==> run_1/clock_wires.png <==
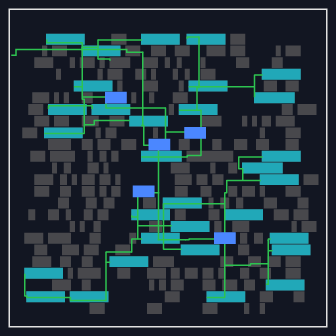
==> run_1/congestion_map.png <==
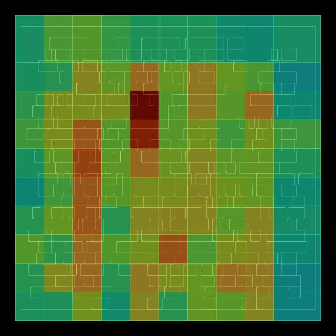
==> run_1/m3.png <==
Cells faint in the background.
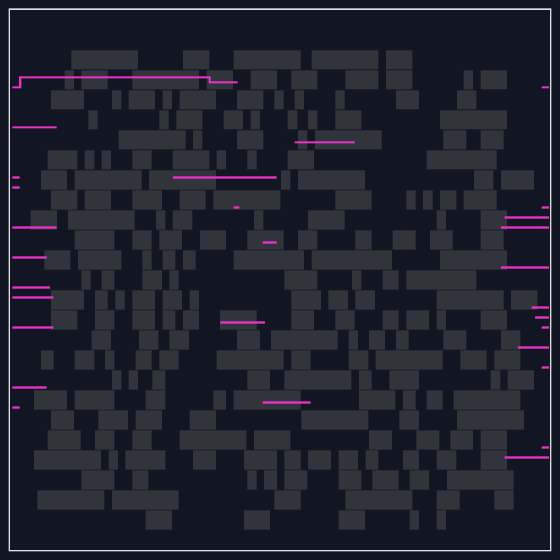
[config.mk]
export PLATFORM = sky130hd
export DESIGN_NAME = timepulse_sequencer_flat
export DESIGN_NICKNAME = d
export VERILOG_FILES = /design/src/rtl/timepulse_sequencer_if.sv /design/src/rtl/timepulse_sequencer.sv /design/src/flat_wrapper.sv
export SDC_FILE = /design/constraint.sdc
export NUM_CORES = 1
export LEC_CHECK = 0
export CELL_PAD_IN_SITES_DETAIL_PLACEMENT = 1
export CELL_PAD_IN_SITES_GLOBAL_PLACEMENT = 2
export CORE_UTILIZATION = 30
export DETAILED_ROUTE_END_ITERATION = 16
export GPL_ROUTABILITY_DRIVEN = 1
export PLACE_DENSITY_LB_ADDON = 0.1
export SYNTH_ARGS = -nofsm -noshare
export SYNTH_HDL_FRONTEND = slang
export SYNTH_SLANG_ARGS = --single-unit
[constraint.sdc]
create_clock -name clk -period 1.8 [get_ports clk]
set_input_delay 0.54 -clock clk [delete_from_list [all_inputs] [get_ports clk]]
set_output_delay 0.54 -clock clk [all_outputs]
set_load 0.01 [all_outputs]
[src/rtl/timepulse_sequencer_if.sv]
// Handshake bundle between the time-pulse sequencer and its controller/monitor.
// The sequencer attaches through the slave modport; the driver of run/stall/step uses master.
interface timepulse_sequencer_if #(
  parameter int NUM_PULSES = 12,
  parameter int CNT_W      = 16
);
  logic                  run;
  logic                  stall;
  logic                  step_mode;
  logic                  step_req;
  logic [NUM_PULSES-1:0] tp;
  logic                  mct_end;
  logic [CNT_W-1:0]      mct_count;
  logic                  parked;
  logic [1:0]            state;

  modport master (
    output run, stall, step_mode, step_req,
    input  tp, mct_end, mct_count, parked, state
  );

  modport slave (
    input  run, stall, step_mode, step_req,
    output tp, mct_end, mct_count, parked, state
  );
endinterface

[src/rtl/timepulse_sequencer.sv]
// One-hot T01..Tn time-pulse generator for the NOR-gate datapath memory cycle (MCT),
// with run/stop, a memory-wait hold at STALL_PULSE and single-MCT stepping.
module timepulse_sequencer #(
  parameter int NUM_PULSES  = 12,
  parameter int STALL_PULSE = 6,
  parameter int CNT_W       = 16
) (
  input  logic                 clk,
  input  logic                 rst,
  timepulse_sequencer_if.slave bus
);

  if (NUM_PULSES < 2) begin : g_chk_np
    $error("NUM_PULSES must be at least 2");
  end
  if ((STALL_PULSE < 1) || (STALL_PULSE > NUM_PULSES - 1)) begin : g_chk_sp
    $error("STALL_PULSE must lie in 1..NUM_PULSES-1");
  end

  typedef enum logic [1:0] {
    ST_IDLE = 2'b00,
    ST_RUN  = 2'b01,
    ST_PARK = 2'b10,
    ST_HOLD = 2'b11
  } state_e;

  localparam logic [NUM_PULSES-1:0] T01     = NUM_PULSES'(1);
  localparam logic [CNT_W-1:0]      CNT_ONE = CNT_W'(1);

  state_e                state_q, state_d;
  logic [NUM_PULSES-1:0] tp_q, tp_d;
  logic [CNT_W-1:0]      cnt_q, cnt_d;
  logic                  step_prev_q;

  logic                  step_rise;
  logic                  at_end;
  logic                  at_stall;
  logic [NUM_PULSES-1:0] tp_adv;

  assign step_rise = bus.step_req & ~step_prev_q;
  assign at_end    = tp_q[NUM_PULSES-1];
  assign at_stall  = tp_q[STALL_PULSE-1];
  assign tp_adv    = {tp_q[NUM_PULSES-2:0], 1'b0};

  always_ff @(posedge clk or posedge rst) begin
    if (rst) begin
      state_q     <= ST_IDLE;
      tp_q        <= '0;
      cnt_q       <= '0;
      step_prev_q <= 1'b0;
    end else begin
      state_q     <= state_d;
      tp_q        <= tp_d;
      cnt_q       <= cnt_d;
      step_prev_q <= bus.step_req;
    end
  end

  // An MCT, once started, always runs to the last pulse; run/step_mode only
  // matter at the MCT boundary, and run is ignored while held for memory.
  always_comb begin
    state_d = state_q;
    tp_d    = tp_q;
    cnt_d   = cnt_q;
    case (state_q)
      ST_IDLE: begin
        if (bus.run) begin
          state_d = ST_RUN;
          tp_d    = T01;
        end
      end
      ST_RUN: begin
        if (at_end) begin
          cnt_d = cnt_q + CNT_ONE;
          if (!bus.run) begin
            state_d = ST_IDLE;
            tp_d    = '0;
          end else if (bus.step_mode) begin
            state_d = ST_PARK;
            tp_d    = '0;
          end else begin
            tp_d    = T01;
          end
        end else if (at_stall && bus.stall) begin
          state_d = ST_HOLD;
        end else begin
          tp_d    = tp_adv;
        end
      end
      ST_HOLD: begin
        if (!bus.stall) begin
          state_d = ST_RUN;
          tp_d    = tp_adv;
        end
      end
      ST_PARK: begin
        if (!bus.run) begin
          state_d = ST_IDLE;
        end else if (!bus.step_mode || step_rise) begin
          state_d = ST_RUN;
          tp_d    = T01;
        end
      end
      default: begin
        state_d = ST_IDLE;
        tp_d    = '0;
      end
    endcase
  end

  assign bus.tp        = tp_q;
  assign bus.mct_end   = tp_q[NUM_PULSES-1];
  assign bus.mct_count = cnt_q;
  assign bus.parked    = (state_q == ST_PARK);
  assign bus.state     = state_q;

  a_tp_onehot0: assert property (@(posedge clk) disable iff (rst)
    $onehot0(tp_q));

  a_tp_zero_state: assert property (@(posedge clk) disable iff (rst)
    ((tp_q == '0) == ((state_q == ST_IDLE) || (state_q == ST_PARK))));

  a_cnt_at_end: assert property (@(posedge clk) disable iff (rst)
    (cnt_q != $past(cnt_q)) |-> $past(at_end));

endmodule
[src/flat_wrapper.sv]
// flat-port wrapper written by rule: the top's interface ports become plain ports
module timepulse_sequencer_flat 
#(
  parameter int NUM_PULSES  = 12,
  parameter int STALL_PULSE = 6,
  parameter int CNT_W       = 16
)
  (clk, rst, bus_run, bus_stall, bus_step_mode, bus_step_req, bus_tp, bus_mct_end, bus_mct_count, bus_parked, bus_state);
  timepulse_sequencer_if #(.NUM_PULSES(NUM_PULSES), .CNT_W(CNT_W)) bus_i ();
  input  logic clk;
  input  logic rst;
  input wire logic [$bits(bus_i.run)-1:0] bus_run;
  input wire logic [$bits(bus_i.stall)-1:0] bus_stall;
  input wire logic [$bits(bus_i.step_mode)-1:0] bus_step_mode;
  input wire logic [$bits(bus_i.step_req)-1:0] bus_step_req;
  output wire logic [$bits(bus_i.tp)-1:0] bus_tp;
  output wire logic [$bits(bus_i.mct_end)-1:0] bus_mct_end;
  output wire logic [$bits(bus_i.mct_count)-1:0] bus_mct_count;
  output wire logic [$bits(bus_i.parked)-1:0] bus_parked;
  output wire logic [$bits(bus_i.state)-1:0] bus_state;
  assign bus_i.run = bus_run;
  assign bus_i.stall = bus_stall;
  assign bus_i.step_mode = bus_step_mode;
  assign bus_i.step_req = bus_step_req;
  assign bus_tp = bus_i.tp;
  assign bus_mct_end = bus_i.mct_end;
  assign bus_mct_count = bus_i.mct_count;
  assign bus_parked = bus_i.parked;
  assign bus_state = bus_i.state;
  timepulse_sequencer #(.NUM_PULSES(NUM_PULSES), .STALL_PULSE(STALL_PULSE), .CNT_W(CNT_W)) u_core (.clk(clk), .rst(rst), .bus(bus_i));
endmodule
==> run_results.csv, run 1 <==
group,metric,value,unit
detailed_routing,drtPass1Iterations,4,
final_timing,rsz0062_at_grt,"yes",
critical_path,required,1990,ps
final_timing,worstMarginPinSlew,417,ps
clock_network,cts_root_buf,"clkbuf_8",
pwr,peakVddDrop,0.000634,V
floorplanning,die_area,5390,um^2
final_timing,finClkSkew,8.54,ps
place,dp.cells,260,
pwr,p_sw,0.000903,W
floorplanning,core_area,4820,um^2
final_timing,finalClockPeriodUsage,0.982,
pwr,intPower,0.00187,W
logic_synthesis,synth_nets,155,
final_timing,hold_viol_final,0,
floorplanning,ios,38,
final_timing,fin_crit,1770,ps
final_timing,setup_viol,0,
logic_synthesis,async_reset_ff_frac,1.00,
final_timing,slew_viol_final,0,
place,dp_hpwl,2770,um
final_timing,slew_headroom,0.722,
logic_synthesis,edf_count,0,
outcome,status,"finished clean",
critical_path,slowest_stage,"clkdlybuf4s50_1",
layout,final_util,0.482,
grt,grt-ovfl-total,0,
clock_network,cts_tree,"built",
logic_synthesis,netlist_instances,144,
logic_synthesis,synth_area_per_cell,10.6,um^2
flow_run,cap_viol_max_count,0,
flow_run,log.warning_count,30,
detailed_routing,dr_total_vias,1264,
clock_network,clk_latency,280,ps
min_path,min_from,"u_core.bus.mct_count[15]",
pwr,power_frac_comb,0.424,
Back to the opening pictures, clock_wires.png:
[cyan] flip-flops | count: 31
[blue] clock-net drivers | count: 5
[green] clock wires | length: 472 um
routed clock nets	6
flops lie	widely spread

Back to the opening pictures, congestion_map.png:
Avg WL per Cell: 13.9 um
routing usage on met1: 0.214
GRT met3 Usage: 0.0343
met2 Use GR: 0.261
total track usage: 0.161

Back to the opening pictures, m3.png:
share of all routed wire	3.6%
longest straight run	25.8 um
main direction	horizontal
wire length on this layer	141 um

[run 1: layout by cell type, fill, tap and decap left out, types with 2 or more instances in the layout]
cell type	instances
xor2_1	5
nand3_1	5
dlygate4sd2_1	4
dfrtp_1	28
dlymetal6s2s_1	6
clkdlybuf4s50_1	26
xnor2_1	10
clkbuf_8	6
dfrtp_2	3
nor2_1	5
mux2i_1	11
o21ai_0	3
mux2_2	3
ha_1	3
buf_4	26
a21oi_1	2
nand2b_1	2
ha_2	2
nand2_1	18
inv_1	17
nand4_1	5
[run 1: logic make-up (layout without fill, tap and decap cells)]
family / after synthesis / after routing / synth area share
adders and majority gates: 5 / 5 / 0.0409
muxes: 15 / 15 / 0.101
and+or+nand+nor: 46 / 46 / 0.162
AOI/OAI and AO/OA: 11 / 11 / 0.0466
buffers and inverters: 21 / 89 / 0.0572
xor gates and xnor gates: 15 / 15 / 0.0859
DFF: 31 / 31 / 0.507
[run 1: metrics by stage]
step | setup slack, ps | setup TNS [ps] | hold WS (ps)
global placement | -223 | -2860 | 455
floorplan | 89.8 | 0 | 504
detailed placement | -356 | -3730 | 464
finish | 32.3 | 0 | 473
CTS | 3.77 | 0 | 475
global route | -42.8 | -83.7 | 505
[run 1: sequential cells by signal, summed over array words and instances (netlist names)]
signal                cells
u_core.bus.mct_count     16
u_core.bus.state          2
u_core.bus.tp            12
u_core.step_prev_q        1
[run 1: routing by layer]
layer	up-vias	wire length, um	global-route usage	share of wire
li1	613	-	-	-
met1	616	1850	0.214	0.48
met2	30	1860	0.261	0.48
met3	5	140	0.0343	0.036
met4	0	38	0.0513	0.0098
met5	-	0	0	0
[run 1: worst paths after layout]
check,to,cells past startpoint
setup / recovery,u_core.bus.tp[8],6
hold / removal,u_core.bus.mct_count[15],1
setup reg to reg,u_core.bus.mct_count[13],6
hold reg to reg,u_core.bus.mct_count[15],1
max in group asynchronous,u_core.bus.tp[11],3
min in group asynchronous,u_core.bus.mct_count[5],3
[run 1: worst max-delay path, delay by kind of cell]
kind | cells | cell delay (ps)
and+or+nand+nor | 1 | 110
buffers and inverters | 2 | 640
muxes | 1 | 210
AOI/OAI and AO/OA | 2 | 450
[run 1: timing repair]
action                                  CTS  global route
buffers inserted                          9             1
gates cloned                              0             1
hold buffers                              0             0
endpoints found under the setup margin   22            20
resized                                  11            14
[run 1: power groups by stage]
| stage | sequential (W) | combinational, W | clock [W] |
|---|---|---|---|
| CTS | 0.000887 | 0.00114 | 0.000734 |
| global route | 0.000903 | 0.00129 | 0.000773 |
| global placement | 0.000911 | 0.00105 | 0 |
| floorplan | 0.000949 | 0.000532 | 0 |
| finish | 0.000886 | 0.00118 | 0.000714 |
| detailed placement | 0.000916 | 0.00107 | 0 |
[run 1: final cells by class]
class | count | area (um^2) | share of cell area
Tap cell | 67 | 83.8 | 0.0361
Clock buffer | 6 | 82.6 | 0.0356
Sequential cell | 31 | 779 | 0.336
Timing Repair Buffer | 64 | 582 | 0.251
Clock inverter | 2 | 35.0 | 0.0151
Inverter | 17 | 63.8 | 0.0275
Multi-Input combinational cell | 92 | 693 | 0.299
==> run 1 -> run 2 <==
--- a/config.mk
+++ b/config.mk
@@ -8,6 +8,7 @@
 export CELL_PAD_IN_SITES_DETAIL_PLACEMENT = 1
 export CELL_PAD_IN_SITES_GLOBAL_PLACEMENT = 2
 export CORE_UTILIZATION = 30
+export CTS_CLUSTER_SIZE = 25
 export DETAILED_ROUTE_END_ITERATION = 16
 export GPL_ROUTABILITY_DRIVEN = 1
 export PLACE_DENSITY_LB_ADDON = 0.1
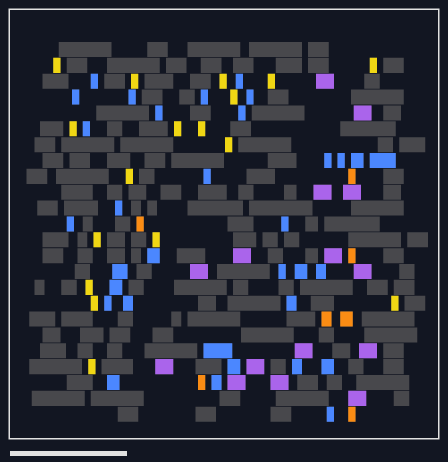
(run_2/gates.png)
The bar under the picture is 20 um long.
color	family	cells
yellow	inv cells	17
orange	nor cells	7
blue	nand cells	33
purple	xor and xnor cells	15

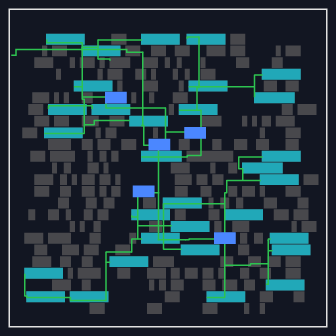
(run_2/clock_wires.png)
[blue] clock-net drivers | count: 5
[green] clock wires | length: 472 um
[cyan] flip-flops | count: 31
routed clock nets	6
flops lie	widely spread

==> run_results.csv, run 2 <==
group,metric,value,unit
outcome,status,"finished clean",
floorplanning,core_area,4820,um^2
detailed_routing,dr_total_vias,1264,
detailed_routing,drtPass1Iterations,4,
logic_synthesis,simple_gate_share,0.162,
floorplanning,ios,38,
layout,lay_top_count,"dfrtp_1",
final_timing,tns,0,ps
final_timing,worstMarginPinSlew,417,ps
flow_run,cap_viol_max_count,0,
detailed_routing,wl_met2,1860,um
detailed_routing,top_layer_used,"met4",
clock_network,clk_latency,280,ps
final_timing,slew_viol_final,0,
logic_synthesis,netlist_instances,144,
logic_synthesis,edf_count,0,
pwr,p_sw,0.000903,W
logic_synthesis,async_reset_ff_frac,1.00,
critical_path,required,1990,ps
final_timing,slew_headroom,0.722,
grt,grtUsageTotal,0.161,
flow_run,log.warning_count,30,
final_timing,hold_viol_final,0,
logic_synthesis,aoi_share,0.0466,
logic_synthesis,synthTopLogicFamily,"simple AND/OR/NAND/NOR gates",
clock_network,cts_root_buf,"clkbuf_8",
logic_synthesis,synth_area_per_cell,10.6,um^2
detailed_routing,met1_length,1850,um
place,dp_hpwl,2770,um
logic_synthesis,xor_share,0.0859,
layout,largest_reg_flops,16,
detailed_routing,wl_met3,140,um
grt,grt-ovfl-total,0,
logic_synthesis,ys_sh_mux,0.101,
-- run 2: logic make-up (layout without fill, tap and decap cells) --
group	after synthesis	after routing
adder cells (fa/ha/maj)	5	5
multiplexers	15	15
AND-OR/OR-AND	11	11
AND/OR/NAND/NOR	46	46
buffers and inverters	21	89
flip-flops	31	31
XOR/XNOR	15	15
-- run 2: worst max-delay path, stage by stage --
cell	delay, ps
clkdlybuf4s50_1	480
nand2b_1	110
a21o_1	240
a21oi_4	210
buf_6	160
mux2i_2	210
-- run 2: path summary, 6_finish.rpt --
check	to	startpoint	cells after the start	slack, ps
worst max-delay path	u_core.bus.tp[8]	bus_step_req	6	30
worst min-delay path	u_core.bus.mct_count[15]	u_core.bus.mct_count[15]	1	470
worst max register to register	u_core.bus.mct_count[13]	u_core.bus.state[1]	6	100
worst min register to register	u_core.bus.mct_count[15]	u_core.bus.mct_count[15]	1	470
max in group asynchronous	u_core.bus.tp[11]	rst	3	820
min in group asynchronous	u_core.bus.mct_count[5]	rst	3	650
-- run 2: per-layer routing --
layer	GRT usage	vias to the layer above
li1	-	613
met1	0.214	616
met2	0.261	30
met3	0.0343	5
met4	0.0513	0
met5	0	-
-- run 2: power by group through the flow --
stage,Sequential (W),Clock (W),Combinational [W]
after floorplan,0.000949,0,0.000532
after global placement,0.000911,0,0.00105
after detailed placement,0.000916,0,0.00107
after CTS,0.000887,0.000734,0.00114
after global routing,0.000903,0.000773,0.00129
final,0.000886,0.000714,0.00118
-- run 2: repair_timing --
item,4_1_cts,5_1_grt
buffers inserted,9,1
gates cloned,0,1
resized,11,14
setup endpoints to repair,22,20
-- run 2: area by class of cell --
type | instances | area, um^2 | area share
Clock buffer | 6 | 82.6 | 0.0356
Clock inverter | 2 | 35.0 | 0.0151
Inverter | 17 | 63.8 | 0.0275
Multi-Input combinational cell | 92 | 693 | 0.299
Sequential cell | 31 | 779 | 0.336
Tap cell | 67 | 83.8 | 0.0361
Timing Repair Buffer | 64 | 582 | 0.251
-- run 2: stage by stage --
step	hold slack, ps	worst slack (ps)	cells
6_report	473	32.3	279
5_1_grt	505	-42.8	279
4_1_cts	475	3.77	277
3_5_place_dp	464	-356	260
3_3_place_gp	455	-223	260
2_1_floorplan	504	89.8	144
Power is estimated from default activity; no workload was simulated.
